--- src/rtl/uart_rx_cmd_ctrl.sv ---
// uart_rx_cmd_ctrl: turns framed command bytes from the receive UART into
// sequential register writes. A frame is SYNC_BYTE, address, length, payload
// and an XOR checksum over address, length and payload. The payload is
// buffered, then issued once the checksum matches.
// Optional build macro: UART_RX_CMD_STATS_EN adds the ok/err frame counters
// and their stats_clr input.
module uart_rx_cmd_ctrl #(
  parameter int unsigned ADDR_W      = 8,
  parameter int unsigned MAX_LEN     = 16,
  parameter logic [7:0]  SYNC_BYTE   = 8'hA5,
  parameter int unsigned TIMEOUT_CYC = 4096
) (
  input  logic              clk,
  input  logic              reset_n,
  input  logic [7:0]        rx_data,
  input  logic              rx_done,
  output logic              wr_en,
  output logic [ADDR_W-1:0] wr_addr,
  output logic [7:0]        wr_data,
  input  logic              wr_ready,
  output logic              frame_ok,
  output logic              frame_err,
  output logic [1:0]        err_code,
  output logic              rx_drop,
`ifdef UART_RX_CMD_STATS_EN
  input  logic              stats_clr,
  output logic [15:0]       ok_cnt,
  output logic [15:0]       err_cnt,
`endif
  output logic              busy
);

  localparam int unsigned IDX_W     = (MAX_LEN > 1) ? $clog2(MAX_LEN) : 1;
  localparam int unsigned BUF_D     = 1 << IDX_W;
  localparam int unsigned TO_W      = (TIMEOUT_CYC > 1) ? $clog2(TIMEOUT_CYC) : 1;
  localparam logic [TO_W-1:0] TO_LAST   = TO_W'(TIMEOUT_CYC - 1);
  localparam logic [7:0]      MAX_LEN_B = 8'(MAX_LEN);

  localparam logic [1:0] ERR_LEN     = 2'd1;
  localparam logic [1:0] ERR_CHK     = 2'd2;
  localparam logic [1:0] ERR_TIMEOUT = 2'd3;

  typedef enum logic [2:0] {
    HUNT    = 3'd0,
    ADDR    = 3'd1,
    LEN     = 3'd2,
    PAYLOAD = 3'd3,
    CHECK   = 3'd4,
    WRITE   = 3'd5
  } state_t;

  state_t            state;
  logic [7:0]        buf_mem [BUF_D];
  logic [ADDR_W-1:0] base_addr;
  logic [7:0]        len_q;
  logic [7:0]        chk_q;
  logic [IDX_W-1:0]  idx;
  logic [TO_W-1:0]   to_cnt;
  logic              timed_c;
  logic              to_exp_c;
  logic              last_idx_c;

  // Inter-byte timeout applies only while a frame is being received
  assign timed_c    = (state == ADDR) || (state == LEN) ||
                      (state == PAYLOAD) || (state == CHECK);
  assign to_exp_c   = timed_c && !rx_done && (to_cnt == TO_LAST);
  assign last_idx_c = (8'(idx) == (len_q - 8'd1));

  // Payload buffer; contents are don't-care outside a frame, so no reset
  always_ff @(posedge clk) begin
    if ((state == PAYLOAD) && rx_done) begin
      buf_mem[idx] <= rx_data;
    end
  end

  // Inter-byte idle counter, cleared by every received byte
  always_ff @(posedge clk or negedge reset_n) begin
    if (!reset_n) begin
      to_cnt <= '0;
    end else if (!timed_c || rx_done) begin
      to_cnt <= '0;
    end else begin
      to_cnt <= to_cnt + TO_W'(1);
    end
  end

  // Frame FSM with registered write port and status outputs
  always_ff @(posedge clk or negedge reset_n) begin
    if (!reset_n) begin
      state     <= HUNT;
      base_addr <= '0;
      len_q     <= '0;
      chk_q     <= '0;
      idx       <= '0;
      wr_en     <= 1'b0;
      wr_addr   <= '0;
      wr_data   <= '0;
      frame_ok  <= 1'b0;
      frame_err <= 1'b0;
      err_code  <= '0;
      rx_drop   <= 1'b0;
      busy      <= 1'b0;
    end else begin
      frame_ok  <= 1'b0;
      frame_err <= 1'b0;
      rx_drop   <= 1'b0;
      case (state)
        HUNT: begin
          if (rx_done && (rx_data == SYNC_BYTE)) begin
            state <= ADDR;
            busy  <= 1'b1;
          end
        end
        ADDR: begin
          if (rx_done) begin
            base_addr <= ADDR_W'(rx_data);
            chk_q     <= rx_data;
            state     <= LEN;
          end
        end
        LEN: begin
          if (rx_done) begin
            if ((rx_data == 8'd0) || (rx_data > MAX_LEN_B)) begin
              frame_err <= 1'b1;
              err_code  <= ERR_LEN;
              busy      <= 1'b0;
              state     <= HUNT;
            end else begin
              len_q <= rx_data;
              chk_q <= chk_q ^ rx_data;
              idx   <= '0;
              state <= PAYLOAD;
            end
          end
        end
        PAYLOAD: begin
          if (rx_done) begin
            chk_q <= chk_q ^ rx_data;
            idx   <= idx + IDX_W'(1);
            if (last_idx_c) begin
              state <= CHECK;
            end
          end
        end
        CHECK: begin
          if (rx_done) begin
            if (rx_data == chk_q) begin
              idx     <= '0;
              wr_en   <= 1'b1;
              wr_addr <= base_addr;
              wr_data <= buf_mem[IDX_W'(0)];
              state   <= WRITE;
            end else begin
              frame_err <= 1'b1;
              err_code  <= ERR_CHK;
              busy      <= 1'b0;
              state     <= HUNT;
            end
          end
        end
        WRITE: begin
          // Bytes arriving while writes drain are discarded, sync included
          if (rx_done) begin
            rx_drop <= 1'b1;
          end
          if (wr_ready) begin
            if (last_idx_c) begin
              wr_en    <= 1'b0;
              frame_ok <= 1'b1;
              busy     <= 1'b0;
              state    <= HUNT;
            end else begin
              idx     <= idx + IDX_W'(1);
              wr_addr <= wr_addr + ADDR_W'(1);
              wr_data <= buf_mem[idx + IDX_W'(1)];
            end
          end
        end
        default: begin
          wr_en <= 1'b0;
          busy  <= 1'b0;
          state <= HUNT;
        end
      endcase
      // Expiry only fires without rx_done, so it never overrides a received byte
      if (to_exp_c) begin
        frame_err <= 1'b1;
        err_code  <= ERR_TIMEOUT;
        busy      <= 1'b0;
        state     <= HUNT;
      end
    end
  end

`ifdef UART_RX_CMD_STATS_EN
  // Saturating frame counters; a clear beats a coincident increment
  always_ff @(posedge clk or negedge reset_n) begin
    if (!reset_n) begin
      ok_cnt  <= '0;
      err_cnt <= '0;
    end else if (stats_clr) begin
      ok_cnt  <= '0;
      err_cnt <= '0;
    end else begin
      if (frame_ok && (ok_cnt != 16'hFFFF)) begin
        ok_cnt <= ok_cnt + 16'd1;
      end
      if (frame_err && (err_cnt != 16'hFFFF)) begin
        err_cnt <= err_cnt + 16'd1;
      end
    end
  end
`endif

endmodule

--- config.mk ---
export PLATFORM = sky130hd
export DESIGN_NAME = uart_rx_cmd_ctrl
export DESIGN_NICKNAME = d
export VERILOG_FILES = /design/src/rtl/uart_rx_cmd_ctrl.sv
export SDC_FILE = /design/constraint.sdc
export NUM_CORES = 1
export LEC_CHECK = 0
export CORE_UTILIZATION = 65
export CTS_CLUSTER_DIAMETER = 30
export DETAILED_ROUTE_END_ITERATION = 8
export GPL_ROUTABILITY_DRIVEN = 0
export PLACE_DENSITY = 0.85
export SLEW_MARGIN = 10
export SYNTH_ARGS = -nofsm -noshare
export SYNTH_HDL_FRONTEND = slang
export SYNTH_SLANG_ARGS = --single-unit
--- constraint.sdc ---
create_clock -name clk -period 7.4 [get_ports clk]
set_clock_uncertainty 0.05 [all_clocks]
set_input_delay 1.11 -clock clk [delete_from_list [all_inputs] [get_ports clk]]
set_output_delay 1.11 -clock clk [all_outputs]
set_load 0.02 [all_outputs]
==> impl_metrics.toml, run 1 <==
# implementation run metrics
[detailed_routing]
ant_nets = 0
vias = 5258
wirelength_um = 19500
top_layer = "met4"
avgViaCountPerCell = 6.56

[layout]
postLayoutCellArea_um2 = 9600
final_cells = 802
layout_top_cell = "edfxtp_1"
area_delta_synth_final_pct = 13.6
nNetsFinal = 636
largest_register_ffs = 128

[grt]
antenna_found_initial = 0
grt_util_met2_pct = 50.6
grt_pass1_wl_um = 29700
grt_usage_pct = 31.7
met3_usage_pct = 7.90
grt_max_degree = 67
grt_busiest_layer = "met2"
use_met1_pct = 41.4

[timing]
slew_headroom_pct = 16.6
slew_viol_final = 0
finalSetupViolCount = 0
worst_slack_ns = 3.26
maxClockFrequency_ghz = 0.242
whs_ns = 0.441
setup_tns_ns = 0

[cts]
cts_resized = 0
htree_levels = 4
cts.sinks = 194
clkTransAtPathRegs_ns = 0.07
cts_setup_buffers = 0
ctsLongestPathBuffers = 2

[synth]
aoi_share_pct = 5.79
synthCells = 580
netlist_logic_family_top = "multiplexers"
yosysCellCount = 580
fa_ha_area_share_pct = 1.04
ys_seq_share_pct = 65.0
ys_chip_area_um2 = 8450
synth_area_um2 = 8450
yosysWarnings = 0
netlist-cell-type-count = 51
enable_flop_cells = 128

[placement]
place_ws_ns = 2.90
hpwlAfterDp_um = 11700
dp.cells = 770

[worst_setup_path]
cp_slowest_cell = "a211oi_4"
r2r_cells = 8
r2r_end = "wr_data[5]"
worst-r2r-setup-slack_ns = 3.62
critPathMaxStageDelay_ns = 1.04
required_ns = 7.67
arrival_ns = 4.41

[worst_hold_path]
hold_end = "len_q[7]"

[power_and_ir_drop]
switching_share_pct = 31.6
power.total_w = 0.00341
power_frac_comb_pct = 30.9
p_leak_nw = 3.37
power.density_nw_per_um2 = 355

[status]
outcome = "complete, no violations"

[floorplanning]
io_pins = 35
die-area_um2 = 13500

[flow_run]
cap_violations = 0
[run 1: critical path: cells and delay by family]
family,cells,cell delay (ns)
AND-OR/OR-AND,2,1.23
AND/OR/NAND/NOR,3,0.48
buffers and inverters,1,0.87
multiplexers,1,0.32
XOR/XNOR,1,0.39
[run 1: power by group through the flow]
stage	logic [W]	registers (W)	clock network, W
final	0.00105	0.00142	0.000938
after global routing	0.00113	0.00143	0.000992
after CTS	0.00105	0.00141	0.000943
after detailed placement	0.00103	0.00143	0
after global placement	0.000981	0.00142	0
after floorplan	0.000682	0.00145	0
[run 1: worst max-delay path by stage]
| stage | from | end | depth (start not counted) |
|---|---|---|---|
| 3_5_place_dp | rx_data[0] | wr_addr[2] | 8 |
| 2_1_floorplan | rx_data[0] | busy | 8 |
| 6_report | rx_data[6] | wr_addr[0] | 8 |
| 3_3_place_gp | rx_data[6] | wr_addr[0] | 8 |
| 4_1_cts | rx_data[0] | wr_addr[2] | 8 |
| 5_1_grt | rx_data[0] | wr_addr[0] | 8 |
[run 1: cell usage after synthesis, types with 8 or more instances]
cell type,number,area [um^2]
nor3_1,9,45.0
a31oi_1,11,68.8
clkbuf_1,22,82.6
edfxtp_1,128,3840
inv_1,10,37.5
nand3_1,8,40.0
xor2_1,10,87.6
buf_2,8,40.0
a21oi_1,32,160
xnor2_1,15,131
nand4_1,8,50.1
mux2i_1,10,100
dfrtp_1,66,1650
mux4_2,40,901
mux2_2,14,158
o21ai_0,14,70.1
nand2_1,58,218
nor2_1,47,176
[run 1: area by class of cell]
| type | count | area [um^2] |
|---|---|---|
| fillers | 702 | 3070 |
| clock buffers | 21 | 450 |
| clock inverters | 11 | 153 |
| inverters | 10 | 37.5 |
| flip-flops and latches | 194 | 5500 |
| well taps | 172 | 215 |
| repair buffers | 49 | 448 |
| multi-input cells | 345 | 2800 |
run_1/class_map.png
Bar = 20 um.
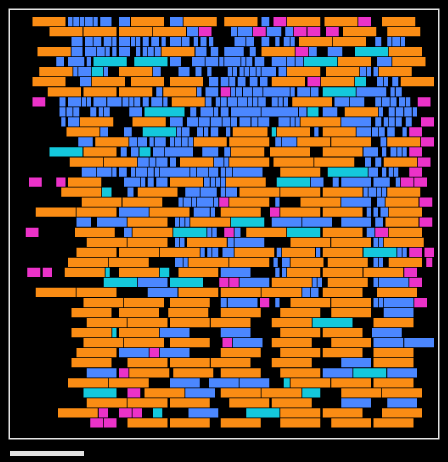
| colour | class | cells | share of their area |
|---|---|---|---|
| cyan | clock drivers and dummy loads | 32 | 6.4% |
| orange | registers | 194 | 59% |
| blue | remaining logic cells | 355 | 30% |
| magenta | remaining buffers and delay cells | 49 | 4.8% |
fraction of area in registers: 57.3%
Post-Route Utilization: 75.7%
Rows: 41

run_1/floorplan.png
Pins as bars on the die edge. Tap cells in grey.
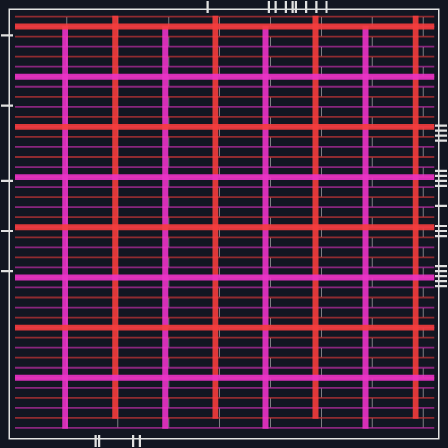
| colour | net |
|---|---|
| magenta | VSS |
| red | VDD |
tap cells: 172
met5 straps: 8
core box area: 12700 um^2
Die W: 116 um
Die H: 116 um
Peak VDD IR: 0.245 mV

run_1/ff_map.png
Other sequential cells in the stronger grey, the rest of the logic in the fainter grey.
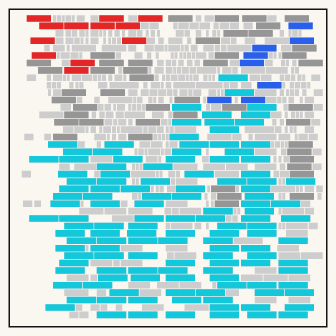
| colour | netlist name | placed flops |
|---|---|---|
| cyan | buf_mem | 128 |
| red | to_cnt | 12 |
| blue | base_addr | 8 |
register area: 5500 um^2
Flop+latch power: 0.00142 W

run_1/clock_wires.png
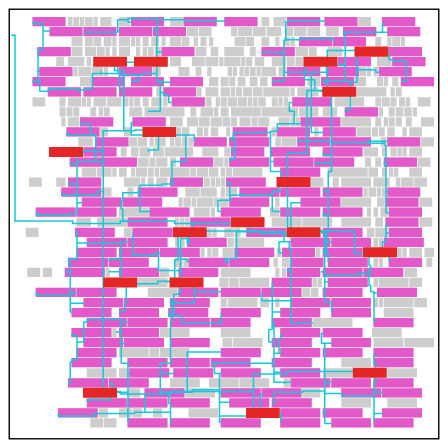
[red] clock-net drivers | count: 17
[cyan] clock wires | length: 2010 um
[magenta] flip-flops | count: 194
flops lie: all over the die
Clk power: 0.000938 W
worst skew pair latency: 0.44 ns

run_1/congestion_map.png
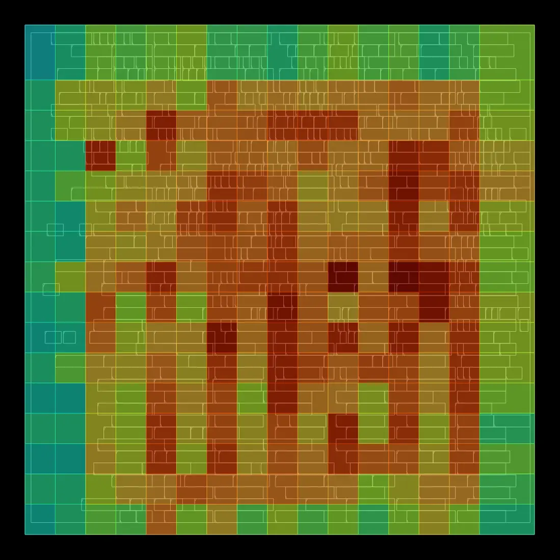

==> run 2: changes to the inputs <==
--- a/config.mk
+++ b/config.mk
@@ -5,11 +5,11 @@
 export SDC_FILE = /design/constraint.sdc
 export NUM_CORES = 1
 export LEC_CHECK = 0
-export CORE_UTILIZATION = 65
+export CORE_UTILIZATION = 55
 export CTS_CLUSTER_DIAMETER = 30
 export DETAILED_ROUTE_END_ITERATION = 8
 export GPL_ROUTABILITY_DRIVEN = 0
-export PLACE_DENSITY = 0.85
+export PLACE_DENSITY = 0.76
 export SLEW_MARGIN = 10
 export SYNTH_ARGS = -nofsm -noshare
 export SYNTH_HDL_FRONTEND = slang
==> constraint.sdc (replaced) <==
create_clock -name clk -period 3.8 [get_ports clk]
set_clock_uncertainty 0.05 [all_clocks]
set_input_delay 0.57 -clock clk [delete_from_list [all_inputs] [get_ports clk]]
set_output_delay 0.57 -clock clk [all_outputs]
set_load 0.02 [all_outputs]
run_2/congestion_map.png
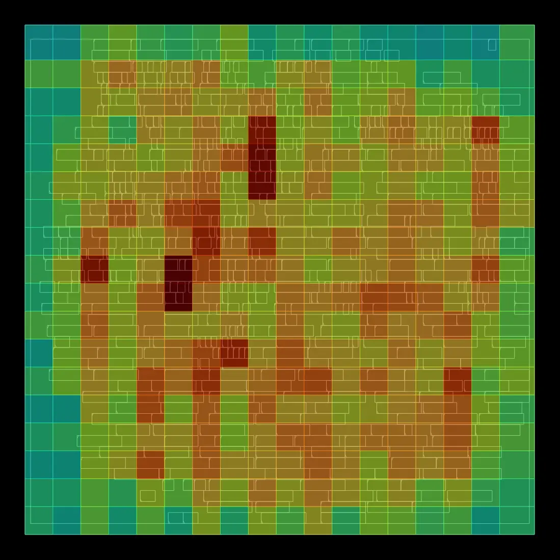
met1 Usage GRT: 33.2%
GR Util met3: 4.33%
Post-Route Utilization: 65.1%
GR peak layer: met2

run_2/floorplan.png
Pins as bars on the die edge. Tap cells in grey.
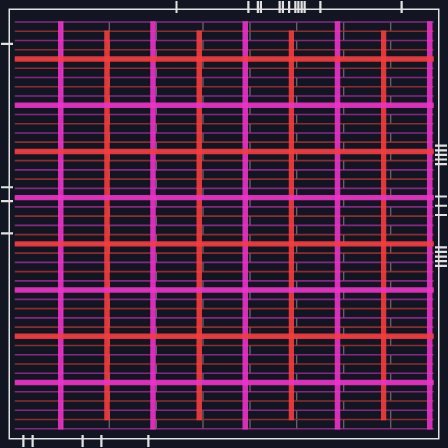
| colour | net |
|---|---|
| magenta | VSS |
| red | VDD |
met1 rails: 45
met4 straps: 9
rows: 44
signal pins: 35
Die W: 126 um
Peak VDD IR: 0.359 mV
core box area: 14800 um^2
Die H: 126 um

run_2/ff_map.png
Other sequential cells in the stronger grey, the rest of the logic in the fainter grey.
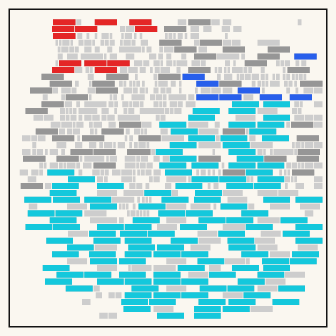
| colour | netlist name | placed flops |
|---|---|---|
| blue | base_addr | 8 |
| cyan | buf_mem | 128 |
| red | to_cnt | 12 |
fraction of area in registers: 57.2%
Flop+latch power: 0.00277 W

==> run 2 against run 1 <==
Non-clock buffer count increased by 6. Clock-buffer cell count decreased by 1. Final area increased by 0.12%. Via count decreased by 5.0%. Register-to-register slack got worse by 2.7 ns. Sequential share of layout area decreased by 0.067 points. Setup slack got worse by 2.3 ns. Synthesized cell count unchanged. Die size increased by 18%. Flip-flop count unchanged. Combinational power increased by about 90%.
==> impl_metrics.toml, run 2 <==
# implementation run metrics
[status]
outcome = "complete, no violations"

[synth]
ys_chip_area_um2 = 8450
top_area_cell = "edfxtp_1"
synth_top_area_share_pct = 45.5
yosysCellCount = 580
aoi_share_pct = 5.79
synth_area_um2 = 8450
common_cells = "128 x edfxtp_1, 66 x dfrtp_1, 58 x nand2_1"
area_leaders = "edfxtp_1 45%, dfrtp_1 20%, mux4_2 11%"
netlist_logic_family_top = "multiplexers"
yosysWarnings = 0
synthCells = 580
ys_seq_share_pct = 65.0
yosysMostFrequentCell = "edfxtp_1"
fa_ha_area_share_pct = 1.04
enable_flop_cells = 128

[placement]
place_ws_ns = 0.616
dp.cells = 788
hpwlAfterDp_um = 11600
place_area_um2 = 9050

[worst_setup_path]
worst-r2r-setup-slack_ns = 0.91
worst_setup_path_end_kind = "flip-flop"
required_ns = 4.06
path_buffers = 0
critPathMaxStageDelay_ns = 0.67
cp_slowest_cell = "dfrtp_1"
r2r_end = "state[0]"
r2r_cells = 7
arrival_ns = 3.15

[layout]
largest_register_ffs = 128
layout_top_cell = "edfxtp_1"
area_delta_synth_final_pct = 13.7
final_cells = 820
nNetsFinal = 642
postLayoutCellArea_um2 = 9610
fillers = 1038

[grt]
grt_usage_pct = 23.6
antenna_found_initial = 0
grt_max_degree = 41
grt.overflow.total = 0

[floorplanning]
num_rows = 44
io_pins = 35
die-area_um2 = 15900

[cts]
cts_resized = 0
cts_buffers = 17
cts_setup_buffers = 0
clkTransAtPathRegs_ns = 0.07
ctsLongestPathBuffers = 2
htree_levels = 4
cts.sinks = 194
clock_latency_ns = 0.44

[power_and_ir_drop]
power.density_nw_per_um2 = 672
power.total_w = 0.00645
p_leak_nw = 3.38

[timing]
worst_slack_ns = 0.910
slew_headroom_pct = 33.5
maxClockFrequency_ghz = 0.346
finalSetupViolCount = 0
setup_tns_ns = 0
slew_viol_final = 0
tightest_slew_ns = 0.994

[flow_run]
warnings = 29
cap_violations = 0

[detailed_routing]
avgViaCountPerCell = 6.09
vias = 4994
wirelength_um = 17500
ant_nets = 0
==> run 2: netlist changes by cell type in the layout (fill, tap and decap cells not counted) <==
cell / previous run / this run
buf_4: 15 / 21
clkinvlp_2: 0 / 1
inv_6: 3 / 2
clkbuf_1: 3 / 2
clkinv_4: 1 / 2
bufinv_16: 3 / 1
clkinv_2: 1 / 3
==> run 2: worst max path at each step <==
| stage | startpoint | end | slack [ns] | cells after the start |
|---|---|---|---|---|
| 2_1_floorplan | idx[0] | wr_data[5] | 0.89 | 10 |
| 3_3_place_gp | rx_data[1] | idx[3] | 0.71 | 7 |
| 3_5_place_dp | rx_data[1] | wr_addr[0] | 0.62 | 9 |
| 4_1_cts | len_q[0] | state[0] | 0.95 | 9 |
| 5_1_grt | state[0] | err_code[0] | 0.77 | 7 |
| 6_report | idx[2] | state[0] | 0.91 | 7 |
==> run 2: routing by layer <==
layer	global-route usage (%)	share of wire, %	vias to the layer above
li1	-	-	2256
met1	33.2	44	2550
met2	36.8	49	166
met3	4.33	5.2	22
met4	9.71	2.3	0
met5	0	0	-
==> run 2: layout make-up <==
| cell class | count | area [um^2] | share of cell area, % |
|---|---|---|---|
| Clock buffer | 20 | 447 | 4.65 |
| Clock inverter | 12 | 108 | 1.12 |
| Inverter | 10 | 37.5 | 0.391 |
| Multi-Input combinational cell | 345 | 2800 | 29.1 |
| Sequential cell | 194 | 5500 | 57.2 |
| Tap cell | 184 | 230 | 2.40 |
| Timing Repair Buffer | 55 | 493 | 5.13 |
==> run 2: report_power, final <==
| group | switching [W] | leakage, nW | internal (W) |
|---|---|---|---|
| Combinational | 0.00101 | 1.14 | 0.000983 |
| Clock | 0.000769 | 0.263 | 0.000920 |
| Sequential | 0.000262 | 1.97 | 0.00250 |
| Total | 0.00204 | 3.38 | 0.00441 |
==> run 3: changes to the inputs <==
==> constraint.sdc (replaced) <==
create_clock -name clk -period 2.4 [get_ports clk]
set_clock_uncertainty 0.05 [all_clocks]
set_input_delay 0.36 -clock clk [delete_from_list [all_inputs] [get_ports clk]]
set_output_delay 0.36 -clock clk [all_outputs]
set_load 0.02 [all_outputs]
run_3/class_map.png
Bar = 50 um.
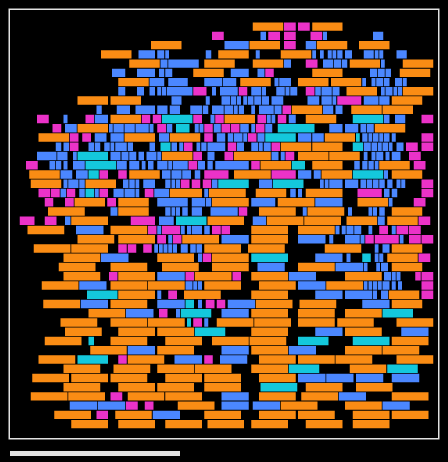
| colour | class | cells | share of their area |
|---|---|---|---|
| blue | remaining logic cells | 355 | 29% |
| cyan | clock drivers and dummy loads | 32 | 6.3% |
| orange | registers | 194 | 55% |
| magenta | remaining buffers and delay cells | 108 | 9.8% |

run_3/floorplan.png
Pins as bars on the die edge. Tap cells in grey.
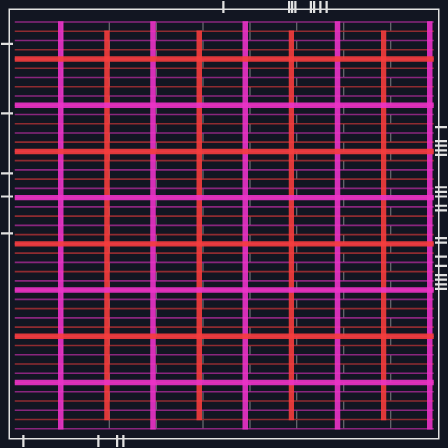
| colour | net |
|---|---|
| magenta | VSS |
| red | VDD |
tap cells: 184
rows: 44
met4 straps: 9
signal pins: 35

==> run 3 against run 2 <==
Fmax rose by 22%. Combinational power increased by 88%. Synthesized area is the same. Non-clock buffer count is 53 higher. Register-to-register slack got worse by 0.88 ns. Flip-flop count unchanged. Total power grew 72%. Worst hold slack improved by 0.20 ns. First-iteration DRC count grew 15%. Die size did not move. Sequential share of layout area decreased by 3.7 points. Largest power group unchanged. Final area increased by 7.0%.
==> impl_metrics.toml, run 3 <==
# implementation run metrics
[synth]
aoi_share_pct = 5.79
ys_chip_area_um2 = 8450
synthCells = 580
synth_area_um2 = 8450
top_area_cell = "edfxtp_1"
enable_flop_cells = 128
yosysWarnings = 0
netlist_logic_family_top = "multiplexers"
fa_ha_area_share_pct = 1.04
ys_seq_share_pct = 65.0
synth_top_area_share_pct = 45.5
common_cells = "128 x edfxtp_1, 66 x dfrtp_1, 58 x nand2_1"
yosysCellCount = 580
yosysMostFrequentCell = "edfxtp_1"

[layout]
layout-drive-gt1-share_pct = 26.9
fillers = 916
area_delta_synth_final_pct = 21.6
largest_register_ffs = 128
reg.largest.list = "buf_mem x128, to_cnt x12"
postLayoutCellArea_um2 = 10300
nNetsFinal = 695
layout_top_cell = "edfxtp_1"

[worst_setup_path]
arrival_ns = 2.63
path_buffers = 2
critPathLaunch = "len_q[1]"
crit_path_end = "state[2]"
required_ns = 2.66
path_depth = 9
r2r_cells = 9
critPathMaxStageDelay_ns = 0.42
cp_slowest_cell = "dfrtp_1"
worst-r2r-setup-slack_ns = 0.03

[placement]
hpwlAfterDp_um = 12200
place_area_um2 = 9490

[detailed_routing]
wirelength_um = 18800
vias = 5346
avgViaCountPerCell = 6.12
ant_nets = 0

[power_and_ir_drop]
p_seq_share_pct = 39.0
peakVddDrop_mv = 0.785
switchingPower_w = 0.00347
power_frac_comb_pct = 33.8
p_leak_nw = 3.76
power.density_nw_per_um2 = 1080
share_clk_of_total_power_pct = 27.2
switching_share_pct = 31.2
p_int_w = 0.00765

[timing]
tightest_slew_ns = 0.579
slew_viol_final = 0
slew_headroom_pct = 61.4
finalSetupViolCount = 0

[cts]
cts_buffers = 17
clkTransAtPathRegs_ns = 0.07
clock_latency_ns = 0.43
htree_levels = 4
ctsLongestPathBuffers = 2

[floorplanning]
io_pins = 35
die-area_um2 = 15900
num_rows = 44
design.core.area_um2 = 14800
die_w_um = 126
fp.dieH_um = 126

[grt]
antenna_found_initial = 0
grt.overflow.total = 0
grt_usage_pct = 25.3

[status]
outcome = "complete, no violations"

[flow_run]
cap_violations = 0
warnings = 30
run_3/ff_map.png
Other sequential cells in the stronger grey, the rest of the logic in the fainter grey.
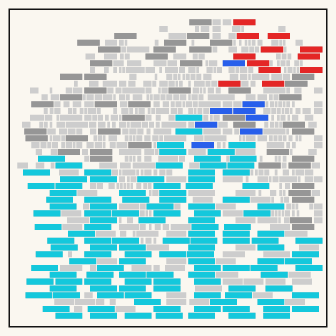
| colour | netlist name | placed flops |
|---|---|---|
| cyan | buf_mem | 128 |
| blue | base_addr | 8 |
| red | to_cnt | 12 |
not coloured: 46

[run 3: layout make-up]
type	instances	area, um^2	area share (%)
clock buffer	18	429	4.18
timing repair buffer	108	982	9.56
sequential	194	5500	53.5
multi-input combinational	345	2900	28.2
inverter	10	37.5	0.365
clock inverter	14	200	1.95
tap	184	230	2.24
[run 3: stage by stage]
step                setup TNS (ns)  instances  total power [W]  setup WS (ns)
CTS                              0        871           0.0110         0.0170
floorplan                        0        580          0.00668        0.00800
detailed placement          -10.10        836          0.00787         -0.331
global placement             -7.86        836          0.00775         -0.286
global route                -0.341        873           0.0116         -0.101
finish                           0        873           0.0111         0.0300
[run 3: repair_timing]
action / CTS / global route
gates resized: 2 / 22
pin swaps: 1 / 4
hold endpoints to repair: 25 / 0
buffers inserted: 2 / 2
hold buffers: 1 / 0
endpoints found under the setup margin: 5 / 24
[run 3: metal layers]
metal | wire length, um | vias up | global-route usage (%)
met4 | 307 | 0 | 8.22
met2 | 9440 | 223 | 41.1
met3 | 1220 | 33 | 5.48
met5 | 0 | - | 0
li1 | - | 2359 | -
met1 | 7860 | 2731 | 34.3
[run 3: power groups by stage]
stage	Combinational [W]	Clock (W)	Sequential (W)
2_1_floorplan	0.00220	0	0.00448
3_3_place_gp	0.00340	0	0.00435
3_5_place_dp	0.00350	0	0.00437
4_1_cts	0.00357	0.00307	0.00431
5_1_grt	0.00403	0.00321	0.00439
6_report	0.00376	0.00302	0.00433
[run 3: worst min-delay path by stage]
stage,to,slack (ns),cells after the start
after floorplan,base_addr[0],0.01,0
after global placement,wr_data[4],0.32,1
after detailed placement,wr_data[3],0.34,1
after CTS,wr_data[3],0.42,2
after global routing,wr_data[3],0.47,2
final,wr_data[2],0.42,2
No activity file was given, so power comes from the tool's default toggle rates.
